### src/rtl/pip_wb_arbiter_if.sv
// Write-back bus bundle between the stage-4 pipeline, the secondary unit and the register file.
// Pipeline and secondary-unit requests enter the arbiter; register-file write, scoreboard and status leave it.
// slave modport: arbiter side; master modport: the surrounding pipeline / environment.
interface pip_wb_arbiter_if #(
    parameter int AW    = 4,
    parameter int DW    = 16,
    parameter int DEPTH = 4
);
    localparam int CW = $clog2(DEPTH + 1);

    // pipeline write-back (stage-4 register)
    logic              p_wen;
    logic [AW-1:0]     p_addr;
    logic [DW-1:0]     p_data;
    // secondary result stream
    logic              s_valid;
    logic              s_ready;
    logic [AW-1:0]     s_addr;
    logic [DW-1:0]     s_data;
    // multi-cycle op issue (scoreboard set)
    logic              s_issue;
    logic [AW-1:0]     s_issue_addr;
    // status
    logic [(1<<AW)-1:0] busy;
    logic [CW-1:0]     fifo_count;
    logic              waw_err;
    // register-file write port
    logic              rf_wen;
    logic [AW-1:0]     rf_waddr;
    logic [DW-1:0]     rf_wdata;

    modport slave (
        input  p_wen, p_addr, p_data,
        input  s_valid, s_addr, s_data,
        input  s_issue, s_issue_addr,
        output s_ready, busy, fifo_count, waw_err,
        output rf_wen, rf_waddr, rf_wdata
    );

    modport master (
        output p_wen, p_addr, p_data,
        output s_valid, s_addr, s_data,
        output s_issue, s_issue_addr,
        input  s_ready, busy, fifo_count, waw_err,
        input  rf_wen, rf_waddr, rf_wdata
    );
endinterface

### src/rtl/pip_wb_arbiter.sv
// Shares the register-file write port between the pipeline (top priority) and a FIFO-buffered secondary unit.
// Latency: pipeline write 1 cycle; secondary entry >=2 cycles after push, longer while p_wen stays high.
// Backpressure: pipeline never stalls; secondary sees s_ready=0 while the FIFO is full (a same-cycle pop does not free room).
//
// Ports: clk, rst (sync, active-high) plus bus (pip_wb_arbiter_if.slave) carrying the pipeline write,
// the secondary valid/ready stream, the issue/scoreboard signals and the registered register-file write.
// Optional feature macro WB_R0_ZERO_EN: register 0 is hard-wired (no writes, never busy, no waw_err).
module pip_wb_arbiter #(
    parameter int AW    = 4,
    parameter int DW    = 16,
    parameter int DEPTH = 4
) (
    input  logic              clk,
    input  logic              rst,
    pip_wb_arbiter_if.slave   bus
);
    localparam int NR = 1 << AW;
    localparam int CW = $clog2(DEPTH + 1);
    localparam int PW = $clog2(DEPTH);

`ifdef WB_R0_ZERO_EN
    localparam bit R0_ZERO = 1'b1;
`else
    localparam bit R0_ZERO = 1'b0;
`endif

    // ---------------- secondary FIFO ----------------
    logic [AW+DW-1:0] mem [DEPTH];
    logic [PW-1:0]    wr_ptr;
    logic [PW-1:0]    rd_ptr;
    logic [CW-1:0]    count;

    logic             push;
    logic             fifo_rdy;
    logic             fifo_vld;
    logic             grant_s;
    logic [AW-1:0]    head_addr;
    logic [DW-1:0]    head_data;

    // Ready looks only at occupancy, so a pop in the same cycle never makes room.
    assign fifo_rdy  = (count != CW'(DEPTH));
    assign fifo_vld  = (count != '0);
    assign push      = bus.s_valid && fifo_rdy;
    assign grant_s   = fifo_vld && !bus.p_wen;
    assign {head_addr, head_data} = mem[rd_ptr];

    always_ff @(posedge clk) begin
        if (push) begin
            mem[wr_ptr] <= {bus.s_addr, bus.s_data};
        end
    end

    // DEPTH is a power of two, so the pointers wrap on their natural width.
    always_ff @(posedge clk) begin
        if (rst) begin
            wr_ptr <= '0;
            rd_ptr <= '0;
            count  <= '0;
        end else begin
            if (push) begin
                wr_ptr <= wr_ptr + 1'b1;
            end
            if (grant_s) begin
                rd_ptr <= rd_ptr + 1'b1;
            end
            count <= count + CW'(push) - CW'(grant_s);
        end
    end

    assign bus.s_ready    = fifo_rdy;
    assign bus.fifo_count = count;

    // ---------------- register-0 masking ----------------
    logic p_r0;
    logic h_r0;
    logic i_r0;

    assign p_r0 = R0_ZERO && (bus.p_addr == '0);
    assign h_r0 = R0_ZERO && (head_addr == '0);
    assign i_r0 = R0_ZERO && (bus.s_issue_addr == '0);

    // ---------------- scoreboard ----------------
    logic [NR-1:0] busy_q;
    logic [NR-1:0] busy_nxt;

    // Clear first, then set, so an issue to the address being retired keeps it busy.
    always_comb begin
        busy_nxt = busy_q;
        if (grant_s) begin
            busy_nxt[head_addr] = 1'b0;
        end
        if (bus.s_issue && !i_r0) begin
            busy_nxt[bus.s_issue_addr] = 1'b1;
        end
    end

    // ---------------- write port ----------------
    logic          rf_wen_q;
    logic [AW-1:0] rf_waddr_q;
    logic [DW-1:0] rf_wdata_q;
    logic          waw_q;

    always_ff @(posedge clk) begin
        if (rst) begin
            rf_wen_q   <= 1'b0;
            rf_waddr_q <= '0;
            rf_wdata_q <= '0;
            busy_q     <= '0;
            waw_q      <= 1'b0;
        end else begin
            busy_q <= busy_nxt;
            // A pipeline write to a pending register means the hazard unit failed to stall;
            // flag it but still perform the write.
            waw_q  <= bus.p_wen && busy_q[bus.p_addr] && !p_r0;
            if (bus.p_wen) begin
                rf_wen_q   <= !p_r0;
                rf_waddr_q <= bus.p_addr;
                rf_wdata_q <= bus.p_data;
            end else if (grant_s) begin
                rf_wen_q   <= !h_r0;
                rf_waddr_q <= head_addr;
                rf_wdata_q <= head_data;
            end else begin
                rf_wen_q   <= 1'b0;
            end
        end
    end

    assign bus.rf_wen   = rf_wen_q;
    assign bus.rf_waddr = rf_waddr_q;
    assign bus.rf_wdata = rf_wdata_q;
    assign bus.busy     = busy_q;
    assign bus.waw_err  = waw_q;
endmodule

### src/flat_wrapper.sv
// flat-port wrapper written by rule: the top's interface ports become plain ports
module pip_wb_arbiter_flat 
#(
    parameter int AW    = 4,
    parameter int DW    = 16,
    parameter int DEPTH = 4
)
  (clk, rst, bus_p_wen, bus_p_addr, bus_p_data, bus_s_valid, bus_s_addr, bus_s_data, bus_s_issue, bus_s_issue_addr, bus_s_ready, bus_busy, bus_fifo_count, bus_waw_err, bus_rf_wen, bus_rf_waddr, bus_rf_wdata);
  pip_wb_arbiter_if #(.AW(AW), .DW(DW), .DEPTH(DEPTH)) bus_i ();
  input  logic clk;
  input  logic rst;
  input wire logic [$bits(bus_i.p_wen)-1:0] bus_p_wen;
  input wire logic [$bits(bus_i.p_addr)-1:0] bus_p_addr;
  input wire logic [$bits(bus_i.p_data)-1:0] bus_p_data;
  input wire logic [$bits(bus_i.s_valid)-1:0] bus_s_valid;
  input wire logic [$bits(bus_i.s_addr)-1:0] bus_s_addr;
  input wire logic [$bits(bus_i.s_data)-1:0] bus_s_data;
  input wire logic [$bits(bus_i.s_issue)-1:0] bus_s_issue;
  input wire logic [$bits(bus_i.s_issue_addr)-1:0] bus_s_issue_addr;
  output wire logic [$bits(bus_i.s_ready)-1:0] bus_s_ready;
  output wire logic [$bits(bus_i.busy)-1:0] bus_busy;
  output wire logic [$bits(bus_i.fifo_count)-1:0] bus_fifo_count;
  output wire logic [$bits(bus_i.waw_err)-1:0] bus_waw_err;
  output wire logic [$bits(bus_i.rf_wen)-1:0] bus_rf_wen;
  output wire logic [$bits(bus_i.rf_waddr)-1:0] bus_rf_waddr;
  output wire logic [$bits(bus_i.rf_wdata)-1:0] bus_rf_wdata;
  assign bus_i.p_wen = bus_p_wen;
  assign bus_i.p_addr = bus_p_addr;
  assign bus_i.p_data = bus_p_data;
  assign bus_i.s_valid = bus_s_valid;
  assign bus_i.s_addr = bus_s_addr;
  assign bus_i.s_data = bus_s_data;
  assign bus_i.s_issue = bus_s_issue;
  assign bus_i.s_issue_addr = bus_s_issue_addr;
  assign bus_s_ready = bus_i.s_ready;
  assign bus_busy = bus_i.busy;
  assign bus_fifo_count = bus_i.fifo_count;
  assign bus_waw_err = bus_i.waw_err;
  assign bus_rf_wen = bus_i.rf_wen;
  assign bus_rf_waddr = bus_i.rf_waddr;
  assign bus_rf_wdata = bus_i.rf_wdata;
  pip_wb_arbiter #(.AW(AW), .DW(DW), .DEPTH(DEPTH)) u_core (.clk(clk), .rst(rst), .bus(bus_i));
endmodule
### config.mk
export PLATFORM = sky130hd
export DESIGN_NAME = pip_wb_arbiter_flat
export DESIGN_NICKNAME = d
export VERILOG_FILES = /design/src/rtl/pip_wb_arbiter_if.sv /design/src/rtl/pip_wb_arbiter.sv /design/src/flat_wrapper.sv
export SDC_FILE = /design/constraint.sdc
export NUM_CORES = 1
export LEC_CHECK = 0
export CAP_MARGIN = 25
export CORE_MARGIN = 2
export CORE_UTILIZATION = 53
export CTS_CLUSTER_DIAMETER = 30
export DETAILED_ROUTE_END_ITERATION = 10
export PLACE_DENSITY = 0.8
export SLEW_MARGIN = 25
export SYNTH_ARGS = -nofsm -noshare
export SYNTH_HDL_FRONTEND = slang
export SYNTH_SLANG_ARGS = --single-unit
### constraint.sdc
create_clock -name clk -period 2.9 [get_ports clk]
set_clock_uncertainty 0.2 [all_clocks]
set_input_delay 0.435 -clock clk [delete_from_list [all_inputs] [get_ports clk]]
set_output_delay 0.435 -clock clk [all_outputs]
set_load 0.01 [all_outputs]
### Routing congestion map, run 1

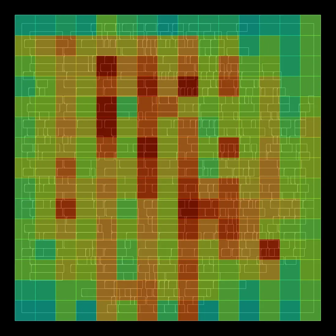
met3 routing resource usage after global routing: 6.419%
GR Util met2: 39.17%
wire length per cell after detailed routing: 19.33 um

### Signal wires by layer, run 1

Scale bar: 20 um. Two of the layers only.
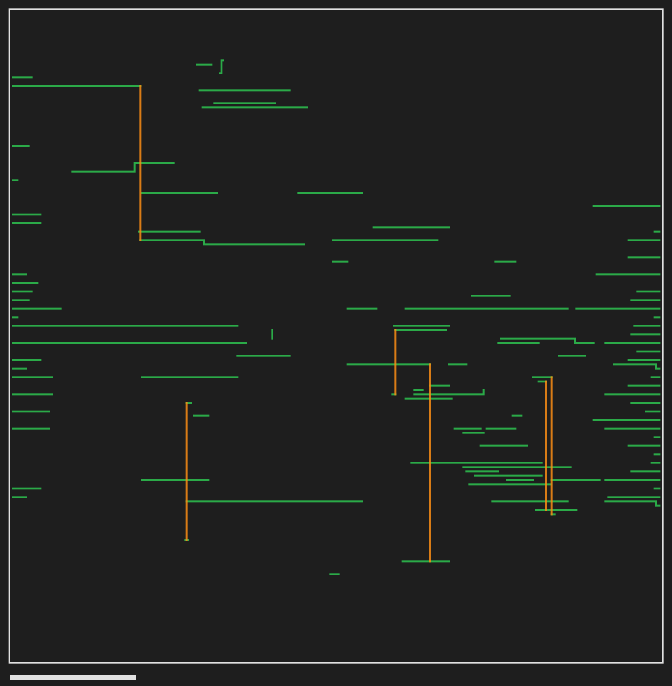
[green] metal 3 | wire length: 801 um
[orange] metal 4 | wire length: 130 um
count of vias placed by the detailed router: 3572
All-Layer GR Usage: 22.90%
total routed wirelength: 11770 um

### Metal 1, run 1

Scale bar: 20 um. Cells faint in the background.
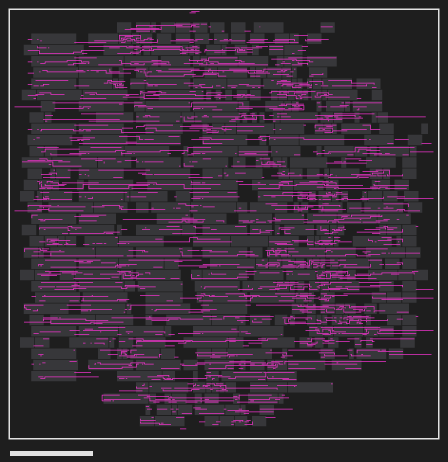
main direction: horizontal
longest straight run: 24.4 um
wire length on this layer: 4690 um
nets with wire on the layer: 466
share of all routed wire: 40%
met1 usage in global routing: 28.07%

==> Table 3: Implementation characteristics, run 1 <==
Characteristics after synthesis and place and route

Parameter                              Value

CTS
  Worst skew pair latency .................. 0.51 ns
  Root buffer cell .................. sky130_fd_sc_hd__clkbuf_8
  Hold Buf Count CTS .................. 0
  Count of buffers added by post-CTS timing repair for setup .................. 0
  Number of instances resized during post-cts repair .................. 0
  H-tree depth .................. 4

STA
  RSZ-0062 raised after global routing .................. no
  Share of the clock period used by the worst path .................. between 90% and 100%
  Count of pins over their slew limit .................. 0
  Min Tclk post-route .................. between 2 and 3 ns
  Fin Hold WS .................. between 0.2 and 0.3 ns
  Max-Slew Margin vs Limit .................. 38.43%
  Transition time at the pin with the least slew margin .................. 0.9235 ns
  Final Hold Violation Tally .................. 0

Logic synthesis
  Yosys warning count .................. 0
  Post-synthesis chip area from yosys .................. roughly 5300 um^2
  EDFF count, synth .................. about 80
  Yosys reg bits .................. 127
  Yosys cell count .................. roughly 370
  Post-Synthesis Mean Instance Area .................. 14.19 um^2
  Main logic family after synthesis .................. multiplexers
  Distinct lib cells .................. 39
  Synth top cells by count .................. sky130_fd_sc_hd__edfxtp_1, sky130_fd_sc_hd__dfxtp_1, sky130_fd_sc_hd__a21oi_1, sky130_fd_sc_hd__nand2_1, sky130_fd_sc_hd__inv_1
  Cell accounting for the most synthesized area .................. sky130_fd_sc_hd__edfxtp_1
  Xor/xnor share .................. less than 1%
  Total nets after synthesis .................. 426
  Simple logic cell fraction of the synthesized area .................. between 7 and 8%
  Share of the synthesized area in the top cell type .................. approximately 46%
  Proportion of register bits with asynchronous set or reset after synthesis .................. 0%
  Cell area after technology mapping .................. roughly 5300 um^2

Routing
  DRC marker count from the first detailed-route iteration .................. about 350
  Detailed-routed wire length on met3 .................. 800 um
  Number of iterations in the first detailed-routing pass .................. 5
  DR top layer .................. met4
  Detail-routed via count per cell .................. 5.865
  Count of antenna-violating nets left after detailed routing .................. 0
  Post-route DRC violation count .................. 0

Placed design
  DP Cell Count .................. between 500 and 600
  Post-detailed-placement half-perimeter wirelength .................. 7351 um

Floorplan
  Area inside the core boundary .................. between 9000 and 10000 um^2
  FP Util .................. ~54%
  Num ports .................. 91
  Die X .................. 103.5 um
  Y dimension of the die .................. slightly above 100 um

GRT
  Initial antenna violation count .................. 0
  Routing layer with the top usage in global route .................. met2
  Global-route wire length before repair .................. between 15000 and 20000 um
  Vias in the first global route .................. ~3700
  Leftover overflow at the end of global routing .................. 0
  Pin count of the biggest net entering global routing .................. 51

Pwr
  Highest ir drop seen on vdd .................. around 0.44 mV
  Sw frac .................. around 29%
  Largest power group .................. sequential cells
  Seq pwr .................. roughly 0.0022 W
  Share of power burned in registers .................. 41.3%
  LEAKAGE .................. roughly 2.4 nW
  Pwr/cell area .................. 797.1 nW/um^2
  Int Pwr .................. 0.003847 W
  Design Power .................. around 0.0054 W
  Fraction of power consumed by combinational cells .................. a little under a quarter

Hold path
  Startpoint of the worst hold path .................. bus_p_data[1]
  Endpoint of the worst hold-timing path .................. u_core.bus.rf_wdata[1]$_SDFFE_PP0P_
  Type of the most critical hold path .................. in -> reg
  Hold path depth .................. 3

Cells and area
  Combinational gate area .................. 1688 um^2
  Area delta synth->final .................. 29.86%
  Final Net Count .................. slightly above 500
  Share of layout cells above drive strength 1 .................. between 10% and 20%
  Number of cells in the finished layout apart from fillers .................. approximately 600

Worst setup path
  Critical path's largest stage delay .................. roughly 0.52 ns
  Number of gates on the worst path with buffers counted .................. 3
  Kind of cell adding the most delay to the critical path .................. buffers and inverters
  Critical-path cell list .................. nor3b_1 -> inv_1 -> clkdlybuf4s50_1
  Worst-case register-to-register setup slack .................. about 0.63 ns
  Maximum net fanout on the critical path .................. 7
  Worst Setup Start Kind .................. flop
  Worst Path Class, Setup .................. reg -> out
  Worst flop-to-flop path endpoint .................. u_core.bus.fifo_count[2]$_SDFF_PP0_
  Kind of capture point of the worst setup path .................. output port
  Arrival @ worst endpoint .................. 2.03 ns
  Crit path buf inv count .................. 2

Outcome
  Outcome .................. finished, final reports clean

Run
  Max-cap check violation count .................. 0
==> run 1: cell type report <==
cell class	instances	area share [%]
clock buffer	17	6.075
clock inverter	15	2.037
inverter	29	1.597
multi-input combinational	189	24.76
sequential	127	49.04
tap	133	2.441
timing repair buffer	99	14.06
==> run 1: cells in the final DEF (no fill, tap or decap), types with 12 or more instances in the layout <==
cell type and count:
sky130_fd_sc_hd__clkdlybuf4s50_1 88, sky130_fd_sc_hd__edfxtp_1 80, sky130_fd_sc_hd__clkbuf_16 16, sky130_fd_sc_hd__inv_1 29, sky130_fd_sc_hd__a311oi_1 12, sky130_fd_sc_hd__a21oi_1 37, sky130_fd_sc_hd__dfxtp_1 47, sky130_fd_sc_hd__nand2_1 34
sky130_fd_sc_hd__a221oi_1 20, sky130_fd_sc_hd__mux4_2 15
==> run 1: flip-flops by register name, indices dropped and copies added, names as in the netlist, named ones only <==
name	flops
u_core.bus.rf_wen	1
u_core.bus.fifo_count	3
u_core.wr_ptr	2
u_core.bus.rf_wdata	16
u_core.bus.rf_waddr	4
u_core.mem	80
u_core.bus.waw_err	1
u_core.bus.busy	16
u_core.rd_ptr	2
==> run 1: per-stage QoR <==
stage,instance area (um^2),worst slack [ns],utilization [%]
after CTS,6818,0.2071,70.40
final,6818,0.2344,70.40
after global routing,6818,0.03989,70.40
after detailed placement,6265,0.3140,64.69
after global placement,6265,0.3717,64.69
after floorplan,5250,0.1642,-
==> run 1: worst reg2reg max path: cells and delay by family (launching register included) <==
kind / cells / cell delay (ns)
fa+ha+maj: 3 / 0.74
xor+xnor: 1 / 0.16
simple gates: 4 / 0.49
flops: 1 / 0.51
buf+inv: 2 / 0.11
### Wiring heat map, run 1

The die is cut into 21 by 21 equal tiles; white is low, dark blue is high, scaled to the fullest tile. Values are wire area over tile area, all layers added.
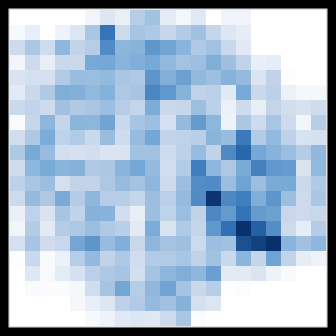

==> run 1 -> run 2 <==
--- a/config.mk
+++ b/config.mk
@@ -7,10 +7,10 @@
 export LEC_CHECK = 0
 export CAP_MARGIN = 25
 export CORE_MARGIN = 2
-export CORE_UTILIZATION = 53
+export CORE_UTILIZATION = 57
 export CTS_CLUSTER_DIAMETER = 30
 export DETAILED_ROUTE_END_ITERATION = 10
-export PLACE_DENSITY = 0.8
+export PLACE_DENSITY = 0.85
 export SLEW_MARGIN = 25
 export SYNTH_ARGS = -nofsm -noshare
 export SYNTH_HDL_FRONTEND = slang
==> constraint.sdc (replaced) <==
create_clock -name clk -period 3.2 [get_ports clk]
set_clock_uncertainty 0.2 [all_clocks]
set_input_delay 0.48 -clock clk [delete_from_list [all_inputs] [get_ports clk]]
set_output_delay 0.48 -clock clk [all_outputs]
set_load 0.01 [all_outputs]
### Wiring heat map, run 2

The die is cut into 20 by 20 equal tiles; white is low, dark blue is high, scaled to the fullest tile. Values are wire area over tile area, all layers added.
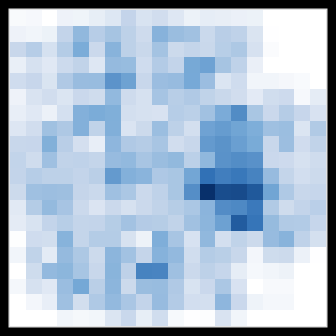
nearly empty tiles: 9.5%
fullest tile: 0.76
emptiest ninth of the die: north-east
mean over tiles: 0.21
densest ninth of the die: east
tiles over half the peak: 9.0%
count of vias placed by the detailed router: 3707
All-Layer GR Usage: 26.50%
wire length per cell after detailed routing: 21.39 um
total routed wirelength: 12560 um

### Signal wires by layer, run 2

Scale bar: 20 um. Two of the layers only.
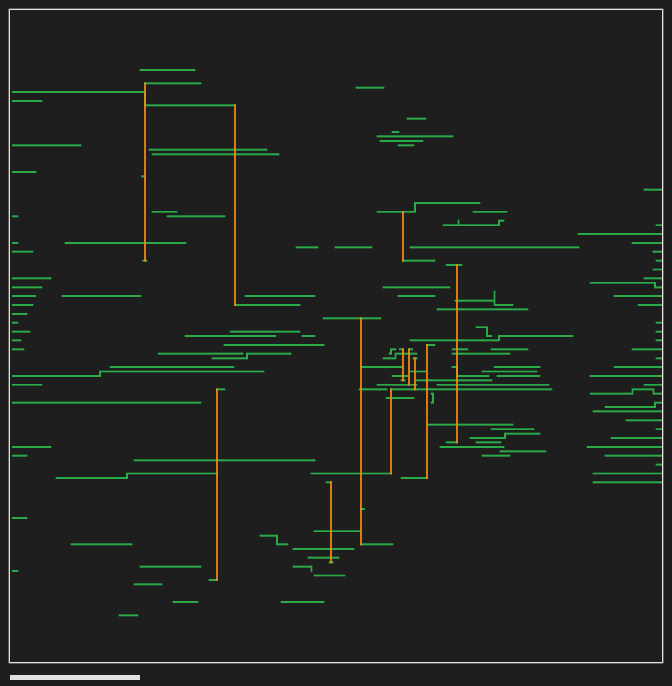
[orange] metal 4 | wire length: 217 um
[green] metal 3 | wire length: 1050 um

==> run 2 against run 1 <==
Die area decreased by 6.7%. Sequential power decreased by 9%. Power shrank 7.6%. Register-to-register slack gained 0.09 ns. Non-clock buffer count unchanged. Via count is 3.8% higher. Final cell count fell by 3.6%. Flip-flop count is the same. Clock-buffer cell count is the same. Sequential share of layout area increased by 0.099 points.
==> Table 3: Implementation characteristics, run 2 <==
Characteristics after synthesis and place and route

Parameter                              Value

Floorplan
  Num ports .................. 91 (unchanged)
  Die X .................. 99.97 um (was 103.5 um)
  Area inside the core boundary .................. 9065 um^2 (was 9684 um^2)
  FP Util .................. 57.92% (was 54.21%)
  Y dimension of the die .................. 99.97 um (was 103.5 um)

Cells and area
  Highest-count logic cell in the final layout .................. sky130_fd_sc_hd__clkdlybuf4s50_1 (unchanged)
  Number of cells in the finished layout apart from fillers .................. 587 (was 609)
  Final Net Count .................. 519 (unchanged)
  Register bank with the most flops .................. u_core.mem (unchanged)
  Top library cells by usage in the layout, fill and taps aside .................. sky130_fd_sc_hd__clkdlybuf4s50_1, sky130_fd_sc_hd__edfxtp_1, sky130_fd_sc_hd__dfxtp_1 (unchanged)
  Area delta synth->final .................. 29.60% (was 29.86%)
  Share of layout cells above drive strength 1 .................. 13.24% (unchanged)
  Flip-flop count of the largest register after layout .................. 80 (unchanged)
  Fraction of the core area covered by cells at the end of the flow .................. 75.06% (was 70.40%)

GRT
  Initial antenna violation count .................. 0 (unchanged)
  Global-route wire length before repair .................. 19850 um (was 18930 um)
  Leftover overflow at the end of global routing .................. 0 (unchanged)
  Pin count of the biggest net entering global routing .................. 51 (unchanged)
  Vias in the first global route .................. 3724 (was 3691)

Placed design
  DP Cell Count .................. 555 (was 577)
  Setup WS pre-CTS .................. 0.5663 ns (was 0.3140 ns)
  Post-detailed-placement half-perimeter wirelength .................. 7631 um (was 7351 um)

Worst setup path
  Arrival @ worst endpoint .................. 2.04 ns (was 2.03 ns)
  Worst Path Class, Setup .................. reg -> out (unchanged)
  Maximum net fanout on the critical path .................. 7 (unchanged)
  Worst Setup Start Kind .................. flop (unchanged)
  Critical path's largest stage delay .................. 0.52 ns (about the same)
  Worst-case register-to-register setup slack .................. 0.72 ns (was 0.63 ns)
  Critical-path cell list .................. nor3b_1 -> inv_1 -> clkdlybuf4s50_1 (unchanged)
  Worst flop-to-flop path endpoint .................. u_core.bus.busy[9]$_SDFF_PP0_ (was u_core.bus.fifo_count[2]$_SDFF_PP0_)
  Kind of capture point of the worst setup path .................. output port (unchanged)

STA
  Count of pins over their slew limit .................. 0 (unchanged)
  Share of the clock period used by the worst path .................. 84.99%
  Max-Slew Margin vs Limit .................. 36.20% (was 38.43%)
  RSZ-0062 raised after global routing .................. no (unchanged)
  Min Tclk post-route .................. roughly 2.7 ns
  Transition time at the pin with the least slew margin .................. 0.9570 ns (was 0.9235 ns)
  Final Hold Violation Tally .................. 0 (unchanged)
  Final worst slack .................. 0.4803 ns (was 0.2344 ns)

Pwr
  Design Power .................. 0.005019 W (was 0.005435 W)
  LEAKAGE .................. 2.432 nW (was 2.419 nW)
  Pwr/cell area .................. 737.7 nW/um^2 (was 797.1 nW/um^2)
  Highest ir drop seen on vdd .................. 0.4666 mV (was 0.4371 mV)

CTS
  Worst skew pair latency .................. 0.52 ns (was 0.51 ns)
  H-tree depth .................. 4 (unchanged)
  Count of buffers added by post-CTS timing repair for setup .................. 0 (unchanged)
  Number of instances resized during post-cts repair .................. 0 (unchanged)
  Hold Buf Count CTS .................. 0 (unchanged)
  Root buffer cell .................. sky130_fd_sc_hd__clkbuf_8 (unchanged)

Logic synthesis
  Yosys cell count .................. 370 (unchanged)
  EDFF count, synth .................. 80 (unchanged)
  Yosys warning count .................. 0 (unchanged)
  Share of the synthesized area in the top cell type .................. 45.76% (unchanged)
  Distinct lib cells .................. 39 (unchanged)
  Total nets after synthesis .................. 426 (unchanged)
  Synth top cells by count .................. sky130_fd_sc_hd__edfxtp_1, sky130_fd_sc_hd__dfxtp_1, sky130_fd_sc_hd__a21oi_1, sky130_fd_sc_hd__nand2_1, sky130_fd_sc_hd__inv_1 (unchanged)
  Cell area after technology mapping .................. 5250 um^2 (unchanged)
  Cell accounting for the most synthesized area .................. sky130_fd_sc_hd__edfxtp_1 (unchanged)
  Post-Synthesis Mean Instance Area .................. 14.19 um^2 (unchanged)
  Post-synthesis chip area from yosys .................. 5250 um^2 (unchanged)
  Proportion of register bits with asynchronous set or reset after synthesis .................. 0% (unchanged)
  Yosys reg bits .................. 127 (unchanged)

Routing
  Number of iterations in the first detailed-routing pass .................. 6 (was 5)
  Post-route DRC violation count .................. 0 (unchanged)
  Detail-routed via count per cell .................. 6.315 (was 5.865)
  DRC marker count from the first detailed-route iteration .................. 275 (was 346)
  Count of antenna-violating nets left after detailed routing .................. 0 (unchanged)

Hold path
  Hold path depth .................. 3 (unchanged)
  Startpoint of the worst hold path .................. bus_p_data[14] (was bus_p_data[1])
  Endpoint of the worst hold-timing path .................. u_core.bus.rf_wdata[14]$_SDFFE_PP0P_ (was u_core.bus.rf_wdata[1]$_SDFFE_PP0P_)
  Type of the most critical hold path .................. in -> reg (unchanged)

Run
  Count of warning messages emitted by the tools .................. 29 (unchanged)
  Max-cap check violation count .................. 0 (unchanged)

Outcome
  Outcome .................. finished, final reports clean (unchanged)
run 2: cell counts after synthesis:
No cell type changed its count.
run 2: routing by layer:
layer | up-vias | GRT usage [%] | wire [um]
met3 | 28 | 6.616 | 1049
met5 | - | 0 | 0
met4 | 0 | 10.54 | 216
li1 | 1631 | - | -
met2 | 231 | 43.61 | 6407
met1 | 1817 | 34.20 | 4881
run 2: power breakdown:
part,leakage (nW),internal (W),switching [W]
combinational,1.04,0.000522,0.000636
sequential,1.12,0.00193,0.000112
clock,0.270,0.00106,0.000763
run 2: cell type report:
class | count | area, um^2
Clock inverter | 15 | 151.4
Inverter | 29 | 108.9
Fill cell | 531 | 2261
Sequential cell | 127 | 3343
Tap cell | 111 | 138.9
Multi-Input combinational cell | 189 | 1689
Clock buffer | 17 | 414.1
Timing Repair Buffer | 99 | 958.4
run 2: logic make-up (layout without fill, tap and decap cells):
family / after synthesis / after routing / share of synthesized area [%]
and+or+nand+nor: 71 / 71 / 7.507
xor gates and xnor gates: 1 / 1 / 0.1669
muxes: 25 / 25 / 11.44
AOI/OAI and AO/OA: 85 / 85 / 11.11
adders and majority gates: 7 / 7 / 1.811
DFF: 127 / 127 / 63.68
buffers and inverters: 54 / 160 / 4.290
run 2: critical path: cells and delay by family, from the launching register on:
| kind | cells | cell delay, ns |
|---|---|---|
| buf+inv | 2 | 0.70 |
| simple gates | 1 | 0.38 |
| flops | 1 | 0.44 |
run 2: metrics by stage:
step	hold WS, ns	instance area, um^2
global route	0.3285	6804
floorplan	0.2546	5250
finish	0.3323	6804
detailed placement	0.3117	6237
CTS	0.3156	6803
global placement	0.2624	6237
### Metal 1, run 2

Scale bar: 20 um. Cells faint in the background.
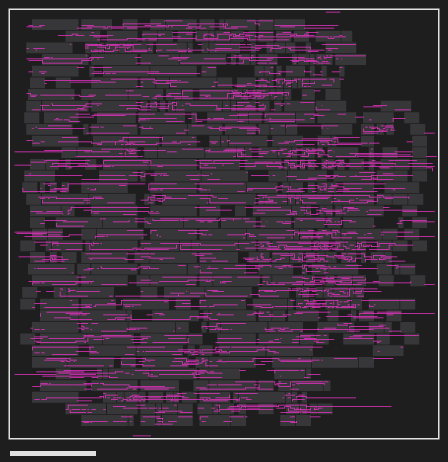

==> run 2 -> run 3 <==
--- a/config.mk
+++ b/config.mk
@@ -7,10 +7,10 @@
 export LEC_CHECK = 0
 export CAP_MARGIN = 25
 export CORE_MARGIN = 2
-export CORE_UTILIZATION = 57
+export CORE_UTILIZATION = 53
 export CTS_CLUSTER_DIAMETER = 30
 export DETAILED_ROUTE_END_ITERATION = 10
-export PLACE_DENSITY = 0.85
+export PLACE_DENSITY = 0.8
 export SLEW_MARGIN = 25
 export SYNTH_ARGS = -nofsm -noshare
 export SYNTH_HDL_FRONTEND = slang
==> constraint.sdc (replaced) <==
create_clock -name clk -period 2.65 [get_ports clk]
set_clock_uncertainty 0.2 [all_clocks]
set_input_delay 0.3975 -clock clk [delete_from_list [all_inputs] [get_ports clk]]
set_output_delay 0.3975 -clock clk [all_outputs]
set_load 0.01 [all_outputs]
### Metal 1, run 3

Scale bar: 20 um. Cells faint in the background.
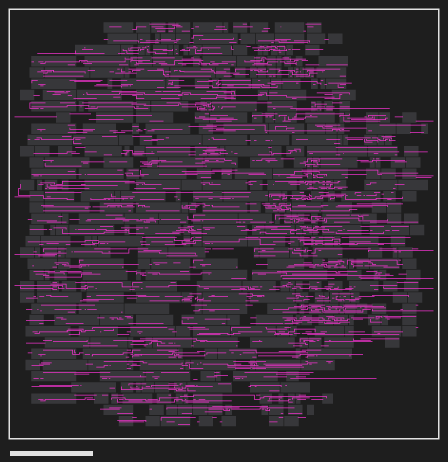
count of vias placed by the detailed router: 3721
met1 usage in global routing: 29.02%

### Routing congestion map, run 3

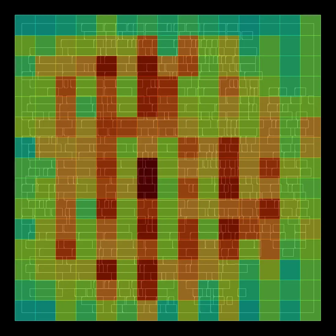
wire length per cell after detailed routing: 20.07 um
fraction of the core area covered by cells at the end of the flow: 71.62%
GR Util met2: 39.55%
routing layer with the top usage in global route: met2
All-Layer GR Usage: 23.56%

==> run 3 against run 2 <==
Non-clock buffer count grew 4. Utilization shrank 3.4 points. Critical endpoint unchanged. Largest cell class unchanged. Critical path type unchanged. Design area grew 1.9%. Synthesized cell count is the same. Worst setup slack lost 0.32 ns. Critical path depth is the same. Die area grew 7.2%.
==> Table 3: Implementation characteristics, run 3 <==
Characteristics after synthesis and place and route

Parameter                              Value

GRT
  Leftover overflow at the end of global routing .................. 0 (unchanged)
  Global-route wire length before repair .................. 19460 um (was 19850 um)
  Initial antenna violation count .................. 0 (unchanged)
  Vias in the first global route .................. 3739 (was 3724)
  Pin count of the biggest net entering global routing .................. 51 (unchanged)

Routing
  Count of antenna-violating nets left after detailed routing .................. 0 (unchanged)
  Detail-routed via count per cell .................. 6.070 (was 6.315)
  Post-route DRC violation count .................. 0 (unchanged)
  Total routed wirelength .................. 12300 um (was 12560 um)
  DRC marker count from the first detailed-route iteration .................. 341 (was 275)
  Number of iterations in the first detailed-routing pass .................. 7 (was 6)

Floorplan
  FP Util .................. 54.21% (was 57.92%)
  Tap cell count .................. 133 (was 111)
  Y dimension of the die .................. 103.5 um (was 99.97 um)
  Number of core rows .................. 36 (was 35)
  Die X .................. 103.5 um (was 99.97 um)
  Area inside the core boundary .................. 9684 um^2 (was 9065 um^2)
  Overall chip area .................. 10720 um^2 (was 9994 um^2)
  Num ports .................. 91 (unchanged)

Logic synthesis
  Post-Synthesis Mean Instance Area .................. 14.19 um^2 (unchanged)
  Cell area after technology mapping .................. 5250 um^2 (unchanged)
  Yosys warning count .................. 0 (unchanged)
  Total nets after synthesis .................. 426 (unchanged)
  Distinct lib cells .................. 39 (unchanged)
  Top-count cell post-synth .................. sky130_fd_sc_hd__edfxtp_1 (unchanged)
  Post-synthesis chip area from yosys .................. 5250 um^2 (unchanged)
  Predominant post-synthesis flop cell .................. sky130_fd_sc_hd__edfxtp_1 (unchanged)
  Yosys cell count .................. 370 (unchanged)
  EDFF count, synth .................. 80 (unchanged)
  Synth top cells by count .................. sky130_fd_sc_hd__edfxtp_1, sky130_fd_sc_hd__dfxtp_1, sky130_fd_sc_hd__a21oi_1, sky130_fd_sc_hd__nand2_1, sky130_fd_sc_hd__inv_1 (unchanged)
  Proportion of register bits with asynchronous set or reset after synthesis .................. 0% (unchanged)
  Cell accounting for the most synthesized area .................. sky130_fd_sc_hd__edfxtp_1 (unchanged)
  Post-synth area hogs .................. sky130_fd_sc_hd__edfxtp_1, sky130_fd_sc_hd__dfxtp_1, sky130_fd_sc_hd__mux4_2 (unchanged)
  Share of the synthesized area in the top cell type .................. 45.76% (unchanged)
  Sequential-to-total area share from yosys stat .................. 63.68% (unchanged)
  Yosys reg bits .................. 127 (unchanged)

Worst setup path
  Arrival @ worst endpoint .................. 1.89 ns (was 2.04 ns)
  Worst Setup Start Kind .................. flop (unchanged)
  Crit path max-delay cell type .................. sky130_fd_sc_hd__clkdlybuf4s50_1 (unchanged)
  Worst Path Class, Setup .................. reg -> out (unchanged)
  Kind of cell adding the most delay to the critical path .................. buffers and inverters (unchanged)
  Critical-path cell list .................. nor3b_2 -> inv_1 -> clkdlybuf4s50_1 (was nor3b_1 -> inv_1 -> clkdlybuf4s50_1)
  Maximum net fanout on the critical path .................. 7 (unchanged)
  Critical path's largest stage delay .................. 0.50 ns (was 0.52 ns)
  Kind of capture point of the worst setup path .................. output port (unchanged)
  Crit path buf inv count .................. 2 (unchanged)
  Launch point of the worst reg-to-reg path .................. u_core.bus.fifo_count[1]$_SDFF_PP0_
  Worst setup path startpoint .................. u_core.bus.fifo_count[2]$_SDFF_PP0_ (unchanged)

Cells and area
  Combinational share of cell area .................. 24.41% (was 24.83%)
  Register bank with the most flops .................. u_core.mem (unchanged)
  Final Net Count .................. 523 (was 519)
  Top library cells by usage in the layout, fill and taps aside .................. sky130_fd_sc_hd__clkdlybuf4s50_1, sky130_fd_sc_hd__edfxtp_1, sky130_fd_sc_hd__dfxtp_1 (unchanged)
  Number of buffers outside the clock class in the layout .................. 103 (was 99)
  Flip-flop count of the largest register after layout .................. 80 (unchanged)
  Final Instance Area .................. 6935 um^2 (was 6804 um^2)
  Antenna diodes .................. 0 (unchanged)
  Combinational gate area .................. 1693 um^2 (was 1689 um^2)
  Area delta synth->final .................. 32.10% (was 29.60%)
  Dominant kind of cell by area .................. flip-flops and latches (unchanged)
  Reg area .................. 3343 um^2 (unchanged)
  Inverters excl. clock .................. 29 (unchanged)
  Proportion of cell area spent on the clock network .................. 9.165% (was 8.312%)
  Seq area share .................. 48.21% (was 49.14%)
  Number of multi-input logic gates .................. 189 (unchanged)
  Filler cell count in the final layout .................. 618 (was 531)
  Number of flip-flops and latches .................. 127 (unchanged)
  CLK BUF .................. 18 (was 17)
  Highest-count logic cell in the final layout .................. sky130_fd_sc_hd__clkdlybuf4s50_1 (unchanged)
  Layout non-clock buf frac .................. 14.25% (was 14.09%)
  Share of layout cells above drive strength 1 .................. 13.96% (was 13.24%)

STA
  Maximum achievable frequency .................. 401.2 MHz
  Min Tclk post-route .................. around 2.5 ns
  Max-Slew Margin vs Limit .................. 53.93% (was 36.20%)
  Share of the clock period used by the worst path .................. between 90% and 100%
  Final Hold Violation Tally .................. 0 (unchanged)
  Count of pins over their slew limit .................. 0 (unchanged)
  Final worst slack .................. 0.1576 ns (was 0.4803 ns)
  RSZ-0062 raised after global routing .................. no (unchanged)
  Transition time at the pin with the least slew margin .................. 0.6818 ns (was 0.9570 ns)

Placed design
  Post-detailed-placement half-perimeter wirelength .................. 7496 um (was 7631 um)
  Placed standard-cell area .................. 6295 um^2 (was 6237 um^2)
  RD Place Congestion .................. 0.8003 (was 0.9278)
  Setup WS pre-CTS .................. 0.09656 ns (was 0.5663 ns)

Hold path
  Startpoint of the worst hold path .................. rst (was bus_p_data[14])
  Type of the most critical hold path .................. in -> reg (unchanged)

Run
  Count of warning messages emitted by the tools .................. 29 (unchanged)
  Max-cap check violation count .................. 0 (unchanged)

CTS
  Worst skew pair latency .................. 0.51 ns (was 0.52 ns)
  CTS tree .................. done (unchanged)
  Number of buffers created by CTS .................. 17 (unchanged)
  H-tree depth .................. 4 (unchanged)
  Hold Buf Count CTS .................. 0 (unchanged)
  Root buffer cell .................. sky130_fd_sc_hd__clkbuf_8 (unchanged)
  Clock-pin slew of the registers on the worst-case setup and hold paths .................. 0.06 ns (about the same)

Pwr
  Pwr/cell area .................. 916.1 nW/um^2 (was 737.7 nW/um^2)
  Highest ir drop seen on vdd .................. 0.5465 mV (was 0.4666 mV)
  LEAKAGE .................. 2.486 nW (was 2.432 nW)

Outcome
  Outcome .................. finished, final reports clean (unchanged)
run 3: through the flow:
step,hold WS (ns),util [%],power (W),std cells
after floorplan,0.2546,-,0.003334,370
after CTS,0.1361,71.56,0.006379,613
after global routing,0.1663,71.62,0.006611,613
after global placement,0.2630,65.00,0.003837,581
final,0.1543,71.62,0.006354,613
after detailed placement,0.3191,65.00,0.003884,581
run 3: cell families (layout without fill, tap and decap cells):
group / count (synthesis) / after routing / synth area share (%)
fa+ha+maj: 7 / 7 / 1.811
xor+xnor: 1 / 1 / 0.1669
compound gates: 85 / 85 / 11.11
simple gates: 71 / 71 / 7.507
flops: 127 / 127 / 63.68
buf+inv: 54 / 164 / 4.290
mux: 25 / 25 / 11.44
run 3: power by group:
| group | total, W | internal, W | switching [W] |
|---|---|---|---|
| Sequential | 0.00246 | 0.00233 | 0.000125 |
| Combinational | 0.00143 | 0.000647 | 0.000783 |
| Clock | 0.00246 | 0.00162 | 0.000842 |
run 3: repair_timing:
action,4_1_cts,5_1_grt
setup endpoints to repair,0,1
gates resized,0,1
buffers inserted,0,0
run 3: final timing paths:
check                                                           end  slack [ns]  depth (start not counted)
worst min-delay path                                           flop        0.15                          2
worst min register to register                                 flop        0.33                          2
worst max-delay path                                    bus_s_ready        0.16                          3
worst max register to register  u_core.bus.fifo_count[2]$_SDFF_PP0_        0.31                         10
run 3: per-layer routing:
layer | vias to the layer above | part of all wire [%] | GRT usage (%)
met5 | - | 0 | 0
met4 | 0 | 2.0 | 8.591
met3 | 25 | 8.2 | 7.174
met2 | 204 | 50 | 39.55
met1 | 1860 | 39 | 29.02
li1 | 1632 | - | -
Power figures rest on the tool's default switching activity, not on a simulated workload.
